PDN straps and rails:
The bar under the picture is 20 um long. Pins as bars on the die edge.
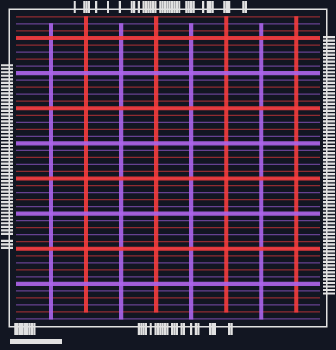
Cells colored by class:
Fill, decap, tap and diode cells in gray.
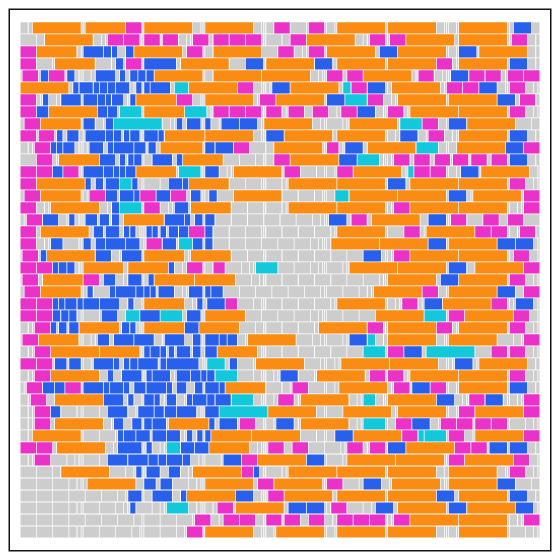
Clock wires, drivers and flops:
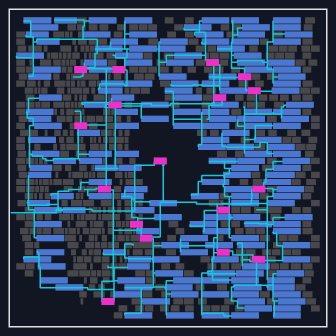
Routed metal, one color a layer:
The bar under the picture is 20 um long. Only two layers are drawn.
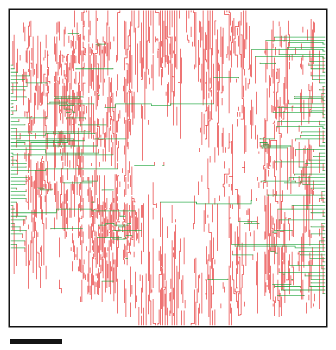
Clock wiring as the flow saved it:
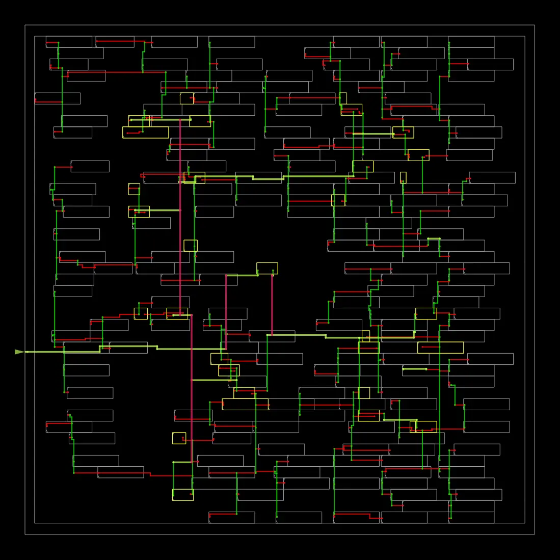
$ cat src/rtl/lsu_ld_collect_if.sv
// Bundle of the command, AXI read-data, load-buffer write and status signals
// for the load-collect block. The slave modport is the collector's view; the
// master modport is the view of whatever surrounds it.
interface lsu_ld_collect_if #(
  parameter int DW     = 64,
  parameter int DST_AW = 10
);
  logic              cmd_vld;
  logic              cmd_rdy;
  logic [DST_AW-1:0] cmd_dst_addr;
  logic [DST_AW-1:0] cmd_dst_str;
  logic [7:0]        cmd_beats;

  logic [7:0]        axi_lsu_rid;
  logic [DW-1:0]     axi_lsu_rdata;
  logic [1:0]        axi_lsu_rresp;
  logic              axi_lsu_rlast;
  logic              axi_lsu_rvld;
  logic              lsu_axi_rrdy;

  logic              buf_wr_en;
  logic [DST_AW-1:0] buf_wr_addr;
  logic [DW-1:0]     buf_wr_data;
  logic              buf_wr_rdy;

  logic              ld_done;
  logic              ld_err;
  logic [1:0]        ld_err_resp;
  logic [7:0]        ld_beat_cnt;

  modport slave (
    input  cmd_vld, cmd_dst_addr, cmd_dst_str, cmd_beats,
    input  axi_lsu_rid, axi_lsu_rdata, axi_lsu_rresp, axi_lsu_rlast, axi_lsu_rvld,
    input  buf_wr_rdy,
    output cmd_rdy, lsu_axi_rrdy,
    output buf_wr_en, buf_wr_addr, buf_wr_data,
    output ld_done, ld_err, ld_err_resp, ld_beat_cnt
  );

  modport master (
    output cmd_vld, cmd_dst_addr, cmd_dst_str, cmd_beats,
    output axi_lsu_rid, axi_lsu_rdata, axi_lsu_rresp, axi_lsu_rlast, axi_lsu_rvld,
    output buf_wr_rdy,
    input  cmd_rdy, lsu_axi_rrdy,
    input  buf_wr_en, buf_wr_addr, buf_wr_data,
    input  ld_done, ld_err, ld_err_resp, ld_beat_cnt
  );
endinterface

$ cat src/rtl/lsu_ld_collect.sv
// Load-data collector: accepts AXI read beats for one load command at a time,
// buffers them in a small FIFO and writes them into the load buffer at a
// strided address. Reports done pulse, written beat count and sticky error.
module lsu_ld_collect #(
  parameter int DW         = 64,
  parameter int DST_AW     = 10,
  parameter int FIFO_DEPTH = 2
) (
  input  logic              clk,
  input  logic              rst,
  lsu_ld_collect_if.slave   bus
);

  localparam int              PTR_W    = $clog2(FIFO_DEPTH);
  localparam logic [PTR_W:0]  FULL_CNT = (PTR_W+1)'(FIFO_DEPTH);
  localparam logic [PTR_W:0]  ONE_CNT  = (PTR_W+1)'(1);

  typedef enum logic [1:0] {IDLE, RECV, DRAIN, DONE} state_t;

  state_t            state;
  logic [DST_AW-1:0] dst_str;
  logic [DST_AW-1:0] wr_addr;
  logic [7:0]        beats;
  logic [7:0]        acc_cnt;
  logic [7:0]        beat_cnt;
  logic              err;
  logic [1:0]        err_resp;

  logic [DW-1:0]     mem [FIFO_DEPTH];
  logic [PTR_W-1:0]  wptr;
  logic [PTR_W-1:0]  rptr;
  logic [PTR_W:0]    count;

  logic fifo_full;
  logic fifo_empty;
  logic push;
  logic pop;
  logic cmd_acc;

  assign fifo_full  = (count == FULL_CNT);
  assign fifo_empty = (count == '0);
  assign cmd_acc    = bus.cmd_vld & (state == IDLE);

  // Full FIFO refuses a beat even when the head is being written this cycle,
  // which keeps the ready path free of the buffer's ready.
  assign bus.cmd_rdy      = (state == IDLE);
  assign bus.lsu_axi_rrdy = (state == RECV) & ~fifo_full & (acc_cnt < beats);
  assign push             = bus.axi_lsu_rvld & bus.lsu_axi_rrdy;
  assign pop              = ~fifo_empty & bus.buf_wr_rdy;

  assign bus.buf_wr_en    = ~fifo_empty;
  assign bus.buf_wr_addr  = wr_addr;
  assign bus.buf_wr_data  = mem[rptr];
  assign bus.ld_done      = (state == DONE);
  assign bus.ld_err       = err;
  assign bus.ld_err_resp  = err_resp;
  assign bus.ld_beat_cnt  = beat_cnt;

  // Command parameters only matter while a command is active, so they carry no reset.
  always_ff @(posedge clk) begin
    if (cmd_acc) begin
      dst_str <= bus.cmd_dst_str;
      beats   <= bus.cmd_beats;
    end
  end

  // Beat storage; the slot under rptr is never overwritten while occupied.
  always_ff @(posedge clk) begin
    if (push) mem[wptr] <= bus.axi_lsu_rdata;
  end

  // FIFO pointers and occupancy; reset discards any buffered beats.
  always_ff @(posedge clk or posedge rst) begin
    if (rst) begin
      wptr  <= '0;
      rptr  <= '0;
      count <= '0;
    end else begin
      if (push) wptr <= wptr + PTR_W'(1);
      if (pop)  rptr <= rptr + PTR_W'(1);
      case ({push, pop})
        2'b10:   count <= count + ONE_CNT;
        2'b01:   count <= count - ONE_CNT;
        default: count <= count;
      endcase
    end
  end

  // Command sequencing, write addressing, beat counting and error capture.
  always_ff @(posedge clk or posedge rst) begin
    if (rst) begin
      state    <= IDLE;
      wr_addr  <= '0;
      acc_cnt  <= '0;
      beat_cnt <= '0;
      err      <= 1'b0;
      err_resp <= 2'b00;
    end else begin
      if (push) begin
        acc_cnt <= acc_cnt + 8'd1;
        if (bus.axi_lsu_rresp != 2'b00) begin
          err <= 1'b1;
          if (!err) err_resp <= bus.axi_lsu_rresp;
        end
      end
      if (pop) begin
        wr_addr  <= wr_addr + dst_str;
        beat_cnt <= beat_cnt + 8'd1;
      end
      case (state)
        IDLE: begin
          if (bus.cmd_vld) begin
            wr_addr  <= bus.cmd_dst_addr;
            acc_cnt  <= '0;
            beat_cnt <= '0;
            err      <= 1'b0;
            err_resp <= 2'b00;
            state    <= (bus.cmd_beats == 8'd0) ? DONE : RECV;
          end
        end
        RECV: begin
          if (push && (acc_cnt + 8'd1 == beats)) state <= DRAIN;
        end
        DRAIN: begin
          if (pop && (count == ONE_CNT)) state <= DONE;
        end
        default: state <= IDLE;
      endcase
    end
  end

endmodule

$ cat src/flat_wrapper.sv
// flat-port wrapper written by rule: the top's interface ports become plain ports
module lsu_ld_collect_flat 
#(
  parameter int DW         = 64,
  parameter int DST_AW     = 10,
  parameter int FIFO_DEPTH = 2
)
  (clk, rst, bus_cmd_vld, bus_cmd_dst_addr, bus_cmd_dst_str, bus_cmd_beats, bus_axi_lsu_rid, bus_axi_lsu_rdata, bus_axi_lsu_rresp, bus_axi_lsu_rlast, bus_axi_lsu_rvld, bus_buf_wr_rdy, bus_cmd_rdy, bus_lsu_axi_rrdy, bus_buf_wr_en, bus_buf_wr_addr, bus_buf_wr_data, bus_ld_done, bus_ld_err, bus_ld_err_resp, bus_ld_beat_cnt);
  lsu_ld_collect_if #(.DW(DW), .DST_AW(DST_AW)) bus_i ();
  input  logic clk;
  input  logic rst;
  input wire logic [$bits(bus_i.cmd_vld)-1:0] bus_cmd_vld;
  input wire logic [$bits(bus_i.cmd_dst_addr)-1:0] bus_cmd_dst_addr;
  input wire logic [$bits(bus_i.cmd_dst_str)-1:0] bus_cmd_dst_str;
  input wire logic [$bits(bus_i.cmd_beats)-1:0] bus_cmd_beats;
  input wire logic [$bits(bus_i.axi_lsu_rid)-1:0] bus_axi_lsu_rid;
  input wire logic [$bits(bus_i.axi_lsu_rdata)-1:0] bus_axi_lsu_rdata;
  input wire logic [$bits(bus_i.axi_lsu_rresp)-1:0] bus_axi_lsu_rresp;
  input wire logic [$bits(bus_i.axi_lsu_rlast)-1:0] bus_axi_lsu_rlast;
  input wire logic [$bits(bus_i.axi_lsu_rvld)-1:0] bus_axi_lsu_rvld;
  input wire logic [$bits(bus_i.buf_wr_rdy)-1:0] bus_buf_wr_rdy;
  output wire logic [$bits(bus_i.cmd_rdy)-1:0] bus_cmd_rdy;
  output wire logic [$bits(bus_i.lsu_axi_rrdy)-1:0] bus_lsu_axi_rrdy;
  output wire logic [$bits(bus_i.buf_wr_en)-1:0] bus_buf_wr_en;
  output wire logic [$bits(bus_i.buf_wr_addr)-1:0] bus_buf_wr_addr;
  output wire logic [$bits(bus_i.buf_wr_data)-1:0] bus_buf_wr_data;
  output wire logic [$bits(bus_i.ld_done)-1:0] bus_ld_done;
  output wire logic [$bits(bus_i.ld_err)-1:0] bus_ld_err;
  output wire logic [$bits(bus_i.ld_err_resp)-1:0] bus_ld_err_resp;
  output wire logic [$bits(bus_i.ld_beat_cnt)-1:0] bus_ld_beat_cnt;
  assign bus_i.cmd_vld = bus_cmd_vld;
  assign bus_i.cmd_dst_addr = bus_cmd_dst_addr;
  assign bus_i.cmd_dst_str = bus_cmd_dst_str;
  assign bus_i.cmd_beats = bus_cmd_beats;
  assign bus_i.axi_lsu_rid = bus_axi_lsu_rid;
  assign bus_i.axi_lsu_rdata = bus_axi_lsu_rdata;
  assign bus_i.axi_lsu_rresp = bus_axi_lsu_rresp;
  assign bus_i.axi_lsu_rlast = bus_axi_lsu_rlast;
  assign bus_i.axi_lsu_rvld = bus_axi_lsu_rvld;
  assign bus_i.buf_wr_rdy = bus_buf_wr_rdy;
  assign bus_cmd_rdy = bus_i.cmd_rdy;
  assign bus_lsu_axi_rrdy = bus_i.lsu_axi_rrdy;
  assign bus_buf_wr_en = bus_i.buf_wr_en;
  assign bus_buf_wr_addr = bus_i.buf_wr_addr;
  assign bus_buf_wr_data = bus_i.buf_wr_data;
  assign bus_ld_done = bus_i.ld_done;
  assign bus_ld_err = bus_i.ld_err;
  assign bus_ld_err_resp = bus_i.ld_err_resp;
  assign bus_ld_beat_cnt = bus_i.ld_beat_cnt;
  lsu_ld_collect #(.DW(DW), .DST_AW(DST_AW), .FIFO_DEPTH(FIFO_DEPTH)) u_core (.clk(clk), .rst(rst), .bus(bus_i));
endmodule
$ cat config.mk
export PLATFORM = sky130hd
export DESIGN_NAME = lsu_ld_collect_flat
export DESIGN_NICKNAME = d
export VERILOG_FILES = /design/src/rtl/lsu_ld_collect_if.sv /design/src/rtl/lsu_ld_collect.sv /design/src/flat_wrapper.sv
export SDC_FILE = /design/constraint.sdc
export NUM_CORES = 1
export LEC_CHECK = 0
export CAP_MARGIN = 20
export CORE_MARGIN = 2
export CORE_UTILIZATION = 55
export CTS_BUF_LIST = sky130_fd_sc_hd__clkbuf_8
export DETAILED_ROUTE_END_ITERATION = 8
export GPL_TIMING_DRIVEN = 1
export PLACE_DENSITY = 0.88
export SYNTH_ARGS = -nofsm -noshare
export SYNTH_HDL_FRONTEND = slang
export SYNTH_SLANG_ARGS = --single-unit
$ cat constraint.sdc
create_clock -name clk -period 10.5 [get_ports clk]
set_input_delay 1.575 -clock clk [delete_from_list [all_inputs] [get_ports clk]]
set_output_delay 1.575 -clock clk [all_outputs]
set_load 0.01 [all_outputs]
==> flow_summary_export.csv <==
group,metric,value,unit
status,run_status,"completed",
sta,finalCritPeriodShare,40.4,%
route,detailedRoute.firstIterationViolations,452,
sta,finalWorstPathRequiredPeriod,4250,ps
route,route.detailed.vias_per_inst,5.61,
worst_hold_path,holdCritStartpoint,"u_core.count[1]",
critical_path,worstSetupPathType,"register to output pin",
logic_synthesis,async_flop_share,19.3,%
logic_synthesis,syn_area_per_cell,15.2,um^2
global_route,wire_length_of_the_first_global_routing_pass,26.0,mm
route,route.antenna.remaining_nets,0,
critical_path,worst-r2r-cell-count,8,
logic_synthesis,synth_flop_count,181,
placed_design,place.detailed.instances,862,
placed_design,post_place_worst_slack,6380,ps
sta,timing.setup.tns,0,ps
logic_synthesis,netlist_instances,506,
logic_synthesis,yosysWarningCount,0,
critical_path,cp.required,8930,ps
global_route,grt_pass1_vias,5157,
critical_path,path_buffers,2,
worst_hold_path,hold_path_end,"u_core.count[1]",
layout,syn2layout_area_growth,32.3,%
sta,max_slew.worst_pin.slew,978,ps
critical_path,critical-path-top-delay-family,"buffers and inverters",
clock_tree,post_cts_resize_count,0,
layout,final_layout_top_logic_cells,"clkdlybuf4s50_1, edfxtp_1, mux2_2",
power_and_ir_drop,vdd_drop_max,0.000198,V
critical_path,crit_path_max_fanout,47,
placed_design,gp_congestion,0.836,
critical_path,timing.rr.end,"u_core.bus.buf_wr_addr[9]",
die,fp_util,56.0,%
clock_tree,clk_pin_slew_worst_paths,90,ps
logic_synthesis,sequential_area_share_after_synthesis,68.3,%
power_and_ir_drop,post-layout-total-power,2.42,mW
logic_synthesis,area_figure_in_the_yosys_stat_output,7710,um^2
logic_synthesis,ys_cells,506,
logic_synthesis,edff_count_synth,146,
sta,report.final.slew_viol_count,0,
route,drcViolationCount,0,
sta,worst_slack,6250,ps
sta,timing.final.hold_violations,0,
global_route,grt_antenna_before_repair,0,
layout,antenna_cells,0,
worst_hold_path,worstHoldPathCells,2,
worst_hold_path,timing.hold.worst.class,"register to register",
## Picture notes: 'PDN straps and rails'
VDD -> red
VSS -> purple
met4 straps = 8
rows = 43
signal pins = 197
horizontal extent of the die: 122 um
die outline height: 122 um
Floorplan Core Area: 13800 um^2

## Picture notes: 'cells colored by class'
all other logic -> blue  # cells 310
flops -> orange  # cells 181
other buffers and delay cells -> magenta  # cells 191
clock drivers and dummy loads -> cyan  # cells 32
final design utilization: 74.0%
share of cell area taken by flip-flops and latches: 51.6%
number of placement rows: 43

## Picture notes: 'clock wires, drivers and flops'
clock wires -> cyan  # length 1810 um
flip-flops -> blue  # count 181
cells driving clock nets -> magenta  # count 17
routed clock nets = 18
flops lie = spread over the die
insertion delay at the late pin of the worst-skew pair: 460 ps
clock network fraction of design power: 20.0%
post-route clock skew: 15.1 ps
Clk power: 483 uW

## Picture notes: 'routed metal, one color a layer'
met3 -> green  # wire length 1620 um
met2 -> red  # wire length 8420 um
GRT Overall Usage: 23.0%
final routed wirelength across all metal layers: 17.0 mm
number of vias after detailed routing: 5013
average wire length per cell after detail routing: 19.0 um

## Picture notes: 'clock wiring as the flow saved it'
sinks on the clock net: 181
number of buffers added by the clock tree synthesis step: 17
number of clock buffer instances in the layout: 17
seq_cells: 181

## worst min-delay path, cell delays in order, from the launching register on
cell	delay (ps)
dfrtp_1	380
nand2_1	50
o21ai_0	60
## sequential cells by signal (all words and copies together), names as in the netlist
name                    flops
u_core.rptr                 1
u_core.wptr                 1
u_core.acc_cnt              8
u_core.state                2
u_core.bus.ld_err           1
u_core.count                2
u_core.bus.ld_beat_cnt      8
u_core.beats                8
u_core.dst_str             10
u_core.mem                128
u_core.bus.ld_err_resp      2
u_core.bus.buf_wr_addr     10
## where the power goes
part           internal (mW)  leakage, nW  total (mW)  switching [mW]
Sequential             0.914         1.78       0.999          0.0850
Combinational          0.492         1.72       0.935           0.443
Clock                  0.237        0.208       0.483           0.246
Total                   1.64         3.70        2.42           0.774
## metal layers
layer | global-route usage [%] | vias up | part of all wire [%]
met5 | 0 | - | 0
li1 | - | 2296 | -
met4 | 8.05 | 0 | 2.0
met3 | 7.81 | 33 | 9.6
met2 | 39.3 | 236 | 50
met1 | 27.2 | 2448 | 39
## synthesized netlist by cell type, types with 6 or more instances
master,number,area [um^2]
o21ai_0,11,55.1
a21oi_1,20,100
edfxtp_1,146,4380
mux2_2,64,721
nand3_1,7,35.0
clkbuf_1,8,30.0
xor2_1,9,78.8
nand2_1,30,113
nand4_1,6,37.5
nor2_1,25,93.8
inv_1,19,71.3
ha_1,27,338
dfrtp_1,35,876
xnor2_1,18,158
## cell families after synthesis
kind of cell,synth area share [%]
compound gates,5.29
xor+xnor,3.07
flops,68.3
fa+ha+maj,4.64
mux,9.87
simple gates,7.03
buf+inv,1.83
## final cells by class
class / instances / area, um^2 / share of cell area, %
sequential: 181 / 5260 / 51.6
multi-input combinational: 289 / 2310 / 22.7
timing repair buffer: 191 / 1900 / 18.7
clock buffer: 17 / 234 / 2.30
tap: 180 / 225 / 2.21
clock inverter: 15 / 178 / 1.74
inverter: 21 / 78.8 / 0.773
## how the worst max path moves through the flow
stage	endpoint	depth (start not counted)	from	slack, ps
floorplan	u_core.mem[0][0]	4	bus_axi_lsu_rvld	5360
global placement	u_core.bus.buf_wr_addr[9]	7	bus_cmd_vld	6400
detailed placement	u_core.bus.buf_wr_addr[9]	7	bus_cmd_vld	6380
CTS	bus_buf_wr_data[53]	3	u_core.rptr	6210
global route	bus_buf_wr_data[53]	3	u_core.rptr	6150
finish	bus_buf_wr_data[53]	3	u_core.rptr	6250
## stage by stage
| stage | area (um^2) | hold WS [ps] | util, % |
|---|---|---|---|
| 2_1_floorplan | 7710 | 460 | - |
| 3_3_place_gp | 9780 | 487 | 71.0 |
| 3_5_place_dp | 9780 | 509 | 71.0 |
| 4_1_cts | 10200 | 527 | 74.0 |
| 5_1_grt | 10200 | 545 | 74.0 |
| 6_report | 10200 | 521 | 74.0 |
Power and IR drop assume default switching activity.
